==> src/rtl/aes_pkg.sv <==
// Shared AES constants: S-box, round constants, round count and key-schedule FSM states.
// Used by both the key expansion and the encrypt datapath.
package aes_pkg;

    localparam int NUM_ROUNDS = 10;

    typedef enum logic {
        IDLE   = 1'b0,
        EXPAND = 1'b1
    } state_t;

    localparam logic [0:255][7:0] SBOX = {
        128'h637c777bf26b6fc53001672bfed7ab76,
        128'hca82c97dfa5947f0add4a2af9ca472c0,
        128'hb7fd9326363ff7cc34a5e5f171d83115,
        128'h04c723c31896059a071280e2eb27b275,
        128'h09832c1a1b6e5aa0523bd6b329e32f84,
        128'h53d100ed20fcb15b6acbbe394a4c58cf,
        128'hd0efaafb434d338545f9027f503c9fa8,
        128'h51a3408f929d38f5bcb6da2110fff3d2,
        128'hcd0c13ec5f974417c4a77e3d645d1973,
        128'h60814fdc222a908846eeb814de5e0bdb,
        128'he0323a0a4906245cc2d3ac629195e479,
        128'he7c8376d8dd54ea96c56f4ea657aae08,
        128'hba78252e1ca6b4c6e8dd741f4bbd8b8a,
        128'h703eb5664803f60e613557b986c11d9e,
        128'he1f8981169d98e949b1e87e9ce5528df,
        128'h8ca1890dbfe6426841992d0fb054bb16
    };

    // Index n holds rcon for round n; unused slots are zero.
    localparam logic [0:15][7:0] RCON = {
        8'h00, 8'h01, 8'h02, 8'h04, 8'h08, 8'h10, 8'h20, 8'h40,
        8'h80, 8'h1b, 8'h36, 8'h00, 8'h00, 8'h00, 8'h00, 8'h00
    };

    function automatic logic [7:0] sbox(input logic [7:0] x);
        return SBOX[x];
    endfunction

endpackage

==> src/rtl/aes_sbox.sv <==
// Single-byte AES S-box lookup, purely combinational.
module aes_sbox
    import aes_pkg::*;
(
    input  logic [7:0] x,
    output logic [7:0] y
);

    assign y = sbox(x);

endmodule

==> src/rtl/aes_key_expand.sv <==
// AES-128 key schedule: streams round keys 0..10 one per cycle and
// keeps all of them in a register file with a combinational read port.
module aes_key_expand #(
    parameter int NUM_ROUNDS = 10
) (
    input  logic         clk,
    input  logic         rst_n,
    input  logic         start,
    input  logic [127:0] key,
    output logic         busy,
    output logic         rk_valid,
    output logic [3:0]   rk_idx,
    output logic [127:0] round_key,
    output logic         done,
    output logic         keys_ready,
    input  logic [3:0]   rd_idx,
    output logic [127:0] rd_key
);

    import aes_pkg::*;

    localparam logic [3:0] LAST = 4'(NUM_ROUNDS);

    state_t       state;
    state_t       state_nx;
    logic [127:0] slots [0:10];
    logic [31:0]  w0, w1, w2, w3;
    logic [31:0]  rot, sub;
    logic [31:0]  n0, n1, n2, n3;
    logic [127:0] nxt;
    logic [3:0]   idx_nx;
    logic         accept, step, finish;

    assign {w0, w1, w2, w3} = round_key;
    assign rot    = {w3[23:0], w3[31:24]};
    assign idx_nx = rk_idx + 4'd1;

    aes_sbox u_sb0 (.x(rot[31:24]), .y(sub[31:24]));
    aes_sbox u_sb1 (.x(rot[23:16]), .y(sub[23:16]));
    aes_sbox u_sb2 (.x(rot[15:8]),  .y(sub[15:8]));
    aes_sbox u_sb3 (.x(rot[7:0]),   .y(sub[7:0]));

    assign n0  = w0 ^ sub ^ {RCON[idx_nx], 24'h0};
    assign n1  = w1 ^ n0;
    assign n2  = w2 ^ n1;
    assign n3  = w3 ^ n2;
    assign nxt = {n0, n1, n2, n3};

    assign busy   = (state == EXPAND);
    assign accept = (state == IDLE) && start;
    assign step   = busy && (rk_idx != LAST);
    assign finish = busy && (rk_idx == LAST);

    always_ff @(posedge clk or negedge rst_n) begin
        if (!rst_n) state <= IDLE;
        else        state <= state_nx;
    end

    always_comb begin
        state_nx = state;
        if (accept) state_nx = EXPAND;
        if (finish) state_nx = IDLE;
    end

    always_ff @(posedge clk or negedge rst_n) begin
        if (!rst_n) begin
            round_key  <= '0;
            rk_idx     <= '0;
            rk_valid   <= 1'b0;
            done       <= 1'b0;
            keys_ready <= 1'b0;
            for (int i = 0; i < 11; i++) slots[i] <= '0;
        end else begin
            done <= 1'b0;
            if (accept) begin
                round_key  <= key;
                rk_idx     <= '0;
                rk_valid   <= 1'b1;
                keys_ready <= 1'b0;
                slots[0]   <= key;
            end else if (step) begin
                round_key      <= nxt;
                rk_idx         <= idx_nx;
                rk_valid       <= 1'b1;
                slots[idx_nx]  <= nxt;
                done           <= (idx_nx == LAST);
            end else if (finish) begin
                rk_valid   <= 1'b0;
                keys_ready <= 1'b1;
            end
        end
    end

    // Addresses past the last round read as zero.
    assign rd_key = (rd_idx <= LAST) ? slots[rd_idx] : '0;

endmodule

==> config.mk <==
export PLATFORM = sky130hd
export DESIGN_NAME = aes_key_expand
export DESIGN_NICKNAME = d
export VERILOG_FILES = /design/src/rtl/aes_pkg.sv /design/src/rtl/aes_sbox.sv /design/src/rtl/aes_key_expand.sv
export SDC_FILE = /design/constraint.sdc
export NUM_CORES = 2
export LEC_CHECK = 0
export CAP_MARGIN = 20
export CORE_AREA = 2 2 398 400
export DETAILED_ROUTE_END_ITERATION = 7
export DIE_AREA = 0 0 400 402
export PLACE_DENSITY = 0.73
export SLEW_MARGIN = 40
export SYNTH_ARGS = -nofsm -noshare
export SYNTH_HDL_FRONTEND = slang
export SYNTH_SLANG_ARGS = --single-unit
export TNS_END_PERCENT = 50
==> constraint.sdc <==
create_clock -name clk -period 12.8 [get_ports clk]
set_input_delay 2.56 -clock clk [delete_from_list [all_inputs] [get_ports clk]]
set_output_delay 2.56 -clock clk [all_outputs]
set_load 0.1 [all_outputs]
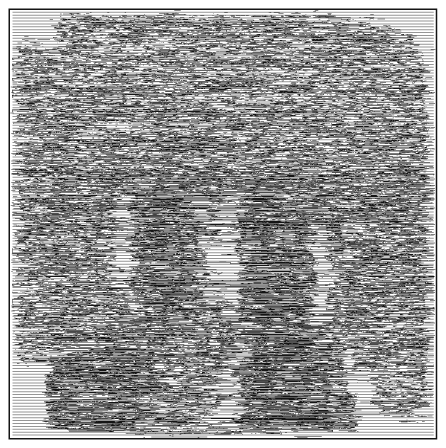
(met1 routing)
Supply wires on this layer in grey.
nets with wire on the layer: 8440
main direction: horizontal
share of all routed wire: 38%
longest straight run: 95.2 um
DR vias: 75620
met1 Use GR: 57.08%

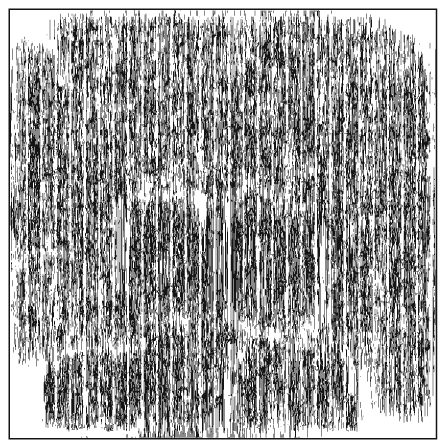
(signal wires on met2)
main direction: vertical
longest straight run: 126 um
nets with wire on the layer: 7332
share of all routed wire: 43%
met2 Use GR: 60.82%
final WL: 347.5 mm

==> flow_summary_export.csv <==
group,metric,value,unit
critical_path,worstPathMaxFanout,95,
die,initCoreUtil,54.59,%
detailed_routing,dr.pass1.iters,7,
detailed_routing,dr_wl_met2,148.2,mm
die,dieWidth,400,um
final_timing,setup_ws,4046,ps
synth,top_logic_kind,"AND-OR/OR-AND gates",
synth,synth_seq_share,45.05,%
cells_and_area,inv_count,56,
cells_and_area,top_register,"slots",
detailed_routing,ant_nets,0,
die,core_area,157100,um2
final_timing,rsz0062_at_grt,"no",
detailed_routing,initialDrtViolationCount,10620,
cells_and_area,top_regs,"slots (1408), round_key (128), rk_idx (4)",
place,dp_hpwl,230.2,mm
worst_hold_path,whs_endpoint,"slots[1019]",
worst_hold_path,hp-class,"register to register",
final_timing,fin_skew,63.77,ps
final_timing,fin_tns_setup,0,ps
synth,avgSynthCellArea,9.472,um2
global_routing,track_usage,42.72,%
critical_path,start_kind,"primary input",
cells_and_area,stdcell_area,95420,um2
die,rows,146,
run_status,status,"complete, no violations",
cells_and_area,lay_top_count,"nand2_1",
critical_path,reg2reg_from,"round_key[8]",
cells_and_area,nClkBuffers,221,
cts,h-tree-depth,4,
place,numPortBuffers,398,
flow_run,log.warning_count,115,
die,tap_cells,2072,
synth,ys_cells,9055,
critical_path,required,10240,ps
cts,cts_resized,0,
detailed_routing,routedLengthMet1,130.4,mm
global_routing,grt_use_met3,14.27,%
critical_path,crit_family,"buffers and inverters",
cts,cts_inserted_buffers,161,
die,io_pins,399,
critical_path,critical_path.max_stage_delay,740,ps
cells_and_area,fin_nets,9037,
cells_and_area,seq_cells,1544,
final_timing,hold_viol_final,0,
synth,ys.flop_type,"dfrtp_1",
critical_path,startpoint,"rd_idx[1]",
critical_path,end_kind,"primary output",
final_timing,holdWs,474.8,ps
cells_and_area,final_layout_top_logic_cells,"nand2_1 (1571), dfrtp_1 (1531), o21ai_0 (1342)",
worst_hold_path,hp-start,"slots[1019]",
final_timing,worst_pin_slew,1040,ps
global_routing,grt_max_degree,168,
synth,most_common_cell,"nand2_1",
global_routing,grt_overflow_total,0,
cells_and_area,clockNetworkAreaShare,5.973,%
global_routing,first_global_vias,71770,
critical_path,critPathKind,"primary input to primary output",
synth,yosys.cell_types.count,122,
final_timing,finalMaxSlewViolations,0,
final_timing,slew_headroom,30.67,%
synth,ys_sh_mux,12.27,%
synth,ys_ff,1544,
cts,root_buffer,"clkbuf_16",
cells_and_area,n_all_buffers,587,
detailed_routing,drt-vias-per-instance,6.837,
cells_and_area,sh_seq_area,40.53,%
detailed_routing,met3_length,44.78,mm
global_routing,grt_pass1_wl,503.8,mm
cells_and_area,logic_area,43550,um2
place,place_area,89350,um2
die,die_y,402,um
synth,synth_area,85770,um2
cells_and_area,comb_share,45.63,%
worst_hold_path,hold_path_depth,2,
detailed_routing,top_layer,"met5",
detailed_routing,wl_per_cell,31.42,um
cells_and_area,regArea,38670,um2
synth,area_leaders,"dfrtp_1 (45%), mux4_2 (7.9%), o21ai_0 (7.8%)",
